--- src/rtl/mem_alloc_scanner.sv ---
// Sequential first-fit row allocator over an occupancy bitmap, with a free port.
// Define MEM_ALLOC_NEXT_FIT_EN to start each scan at a rotating next-fit pointer.
module mem_alloc_scanner #(
    parameter int NUM_ROWS = 6,
    parameter int ROW_W    = 6,
    parameter int ADDR_W   = 3
) (
    input  logic                      clk,
    input  logic                      rst_n,
    input  logic                      req_valid,
    output logic                      req_ready,
    input  logic [ROW_W-1:0]          req_mask,
    output logic                      rsp_valid,
    input  logic                      rsp_ready,
    output logic                      rsp_found,
    output logic [ADDR_W-1:0]         rsp_addr,
    input  logic                      free_valid,
    input  logic [ADDR_W-1:0]         free_addr,
    input  logic [ROW_W-1:0]          free_mask,
    output logic [NUM_ROWS*ROW_W-1:0] occ_flat
);

    localparam int CNT_W = $clog2(NUM_ROWS);

    typedef enum logic [1:0] {IDLE, SCAN, RESP} state_t;

    state_t              state, state_next;
    logic [ROW_W-1:0]    occ      [NUM_ROWS];
    logic [ROW_W-1:0]    row_next [NUM_ROWS];
    logic [ROW_W-1:0]    scan_mask;
    logic [ROW_W-1:0]    cur_row;
    logic [ADDR_W-1:0]   scan_idx;
    logic [ADDR_W-1:0]   idx_inc;
    logic [ADDR_W-1:0]   start_idx;
    logic [CNT_W-1:0]    miss_cnt;
    logic                accept;
    logic                hit;
    logic                last_miss;

`ifdef MEM_ALLOC_NEXT_FIT_EN
    logic [ADDR_W-1:0]   fit_ptr;
    assign start_idx = fit_ptr;
`else
    assign start_idx = '0;
`endif

    assign accept  = (state == IDLE) && req_valid;
    assign idx_inc = (scan_idx == ADDR_W'(NUM_ROWS - 1)) ? '0 : scan_idx + 1'b1;

    // Row under test is read from the pre-edge map, so a same-cycle free is not seen.
    always_comb begin
        cur_row = '0;
        for (int r = 0; r < NUM_ROWS; r++) begin
            if (scan_idx == ADDR_W'(r)) cur_row = occ[r];
        end
    end

    assign hit       = (state == SCAN) && ((cur_row & scan_mask) == '0);
    assign last_miss = (state == SCAN) && !hit && (miss_cnt == CNT_W'(NUM_ROWS - 1));

    // Free clears first, then a same-edge hit sets its bits: (old & ~free) | mask.
    // Out-of-range free addresses match no row and are dropped here.
    always_comb begin
        for (int r = 0; r < NUM_ROWS; r++) begin
            row_next[r] = occ[r];
            if (free_valid && (free_addr == ADDR_W'(r))) row_next[r] = row_next[r] & ~free_mask;
            if (hit && (scan_idx == ADDR_W'(r)))         row_next[r] = row_next[r] | scan_mask;
        end
    end

    always_ff @(posedge clk or negedge rst_n) begin
        if (!rst_n) state <= IDLE;
        else        state <= state_next;
    end

    // NOTE: every output of this block gets a default first so no latch can be inferred.
    always_comb begin
        state_next = state;
        req_ready  = 1'b0;
        rsp_valid  = 1'b0;
        case (state)
            IDLE: begin
                req_ready = 1'b1;
                if (req_valid) state_next = (req_mask == '0) ? RESP : SCAN;
            end
            SCAN: begin
                if (hit || last_miss) state_next = RESP;
            end
            RESP: begin
                rsp_valid = 1'b1;
                if (rsp_ready) state_next = IDLE;
            end
            default: state_next = IDLE;
        endcase
    end

    // NOTE: the occupancy rows are reset explicitly because the map must read all-free after reset.
    always_ff @(posedge clk or negedge rst_n) begin
        if (!rst_n) begin
            for (int r = 0; r < NUM_ROWS; r++) occ[r] <= '0;
            scan_mask <= '0;
            scan_idx  <= '0;
            miss_cnt  <= '0;
            rsp_found <= 1'b0;
            rsp_addr  <= '0;
`ifdef MEM_ALLOC_NEXT_FIT_EN
            fit_ptr   <= '0;
`endif
        end else begin
            // NOTE: non-blocking assignments keep every register updating from pre-edge values.
            for (int r = 0; r < NUM_ROWS; r++) occ[r] <= row_next[r];
            if (accept) begin
                scan_mask <= req_mask;
                scan_idx  <= start_idx;
                miss_cnt  <= '0;
                rsp_found <= 1'b0;
                rsp_addr  <= '0;
            end else if (state == SCAN) begin
                if (hit) begin
                    rsp_found <= 1'b1;
                    rsp_addr  <= scan_idx;
`ifdef MEM_ALLOC_NEXT_FIT_EN
                    fit_ptr   <= idx_inc;
`endif
                end else if (last_miss) begin
                    rsp_found <= 1'b0;
                    rsp_addr  <= '0;
                end else begin
                    scan_idx <= idx_inc;
                    miss_cnt <= miss_cnt + 1'b1;
                end
            end
        end
    end

    for (genvar g = 0; g < NUM_ROWS; g++) begin : g_flat
        assign occ_flat[g*ROW_W +: ROW_W] = occ[g];
    end

endmodule
--- config.mk ---
export PLATFORM = sky130hd
export DESIGN_NAME = mem_alloc_scanner
export DESIGN_NICKNAME = d
export VERILOG_FILES = /design/src/rtl/mem_alloc_scanner.sv
export SDC_FILE = /design/constraint.sdc
export NUM_CORES = 1
export LEC_CHECK = 0
export CORE_ASPECT_RATIO = 0.9
export CORE_MARGIN = 3
export CORE_UTILIZATION = 46
export CTS_BUF_LIST = sky130_fd_sc_hd__clkbuf_4 sky130_fd_sc_hd__clkbuf_8 sky130_fd_sc_hd__clkbuf_16
export CTS_CLUSTER_DIAMETER = 150
export CTS_CLUSTER_SIZE = 28
export DETAILED_ROUTE_END_ITERATION = 10
export PLACE_DENSITY_LB_ADDON = 0.3
export RECOVER_POWER = 50
export SETUP_SLACK_MARGIN = 0.2
export SLEW_MARGIN = 20
export SYNTH_ARGS = -nofsm -noshare
export SYNTH_HDL_FRONTEND = slang
export SYNTH_SLANG_ARGS = --single-unit
--- constraint.sdc ---
create_clock -name clk -period 2.5 [get_ports clk]
set_input_delay 0.375 -clock clk [delete_from_list [all_inputs] [get_ports clk]]
set_output_delay 0.375 -clock clk [all_outputs]
set_load 0.05 [all_outputs]
clocks.png
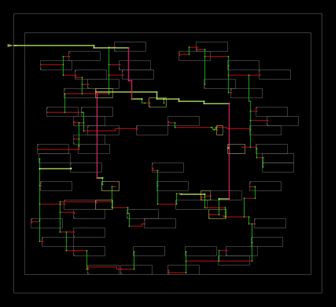
clk_skew: 0.00664 ns
clock buffers: 6

clk_routes.png
Scale bar: 20 microns.
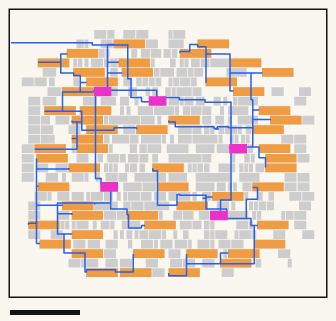
Magenta marks clock drivers, count 5. Orange marks flip-flops, count 54. Blue marks clock wires, length 664 microns.
Position of the flops: all over the die. There are 6 routed clock nets.

==> flow_metrics.py <==
# Synthesis and PnR figures
metrics = {
    "layout": {
        "antenna_cells": 0,
        "fill_cells": 472,
        "syn2layout_area_growth_pct": 34.9,
    },
    "synthesis": {
        "yosysTopAreaCell": "dfrtp_1",
        "seq_area_frac_synth_pct": 46.1,
        "yosysWarnings": 0,
        "postSynthAreaPerCell_sq_um": 9.97,
        "edf_count": 0,
    },
    "worst_hold_path": {
        "hold_path.class": "primary input to async pin",
    },
    "status": {
        "status": "completed",
    },
    "worst_setup_path": {
        "r2r_end": "occ_flat[32]$_DFF_PN0_",
        "crit_type": "register to register",
    },
    "power_and_ir_drop": {
        "powerClk_mw": 0.524,
        "pwr-share-seq_pct": 27.9,
    },
    "final_timing": {
        "drv_slew": 0,
        "final.setup.tns_ns": 0,
        "final-hold-violation-count": 0,
    },
    "clock_tree": {
        "cts_setup_buffers": 1,
    },
    "drt": {
        "routed-wl-met3_microns": 839,
    },
    "global_routing": {
        "antenna_found_initial": 0,
    },
}
==> flip-flops by register name, indices dropped and copies added (netlist names) <==
signal     cells
rsp_addr       3
scan_idx       3
state          2
occ_flat      36
miss_cnt       3
rsp_found      1
scan_mask      6
==> kinds of logic (layout without fill, tap and decap cells) <==
logic type / count (synthesis) / count (layout)
multiplexers: 13 / 13
buffers and inverters: 26 / 99
flip-flops: 54 / 54
AND-OR/OR-AND: 80 / 80
adder cells (fa/ha/maj): 3 / 3
AND/OR/NAND/NOR: 118 / 119
==> stage by stage <==
stage | std cells | util, % | hold WS (ns)
6_report | 452 | 66.8 | 0.348
3_5_place_dp | 434 | 61.8 | 0.420
3_3_place_gp | 434 | 61.8 | 0.414
5_1_grt | 452 | 66.8 | 0.460
2_1_floorplan | 294 | - | 0.0794
4_1_cts | 443 | 63.6 | 0.0743
No activity file was given, so power comes from the tool's default toggle rates.
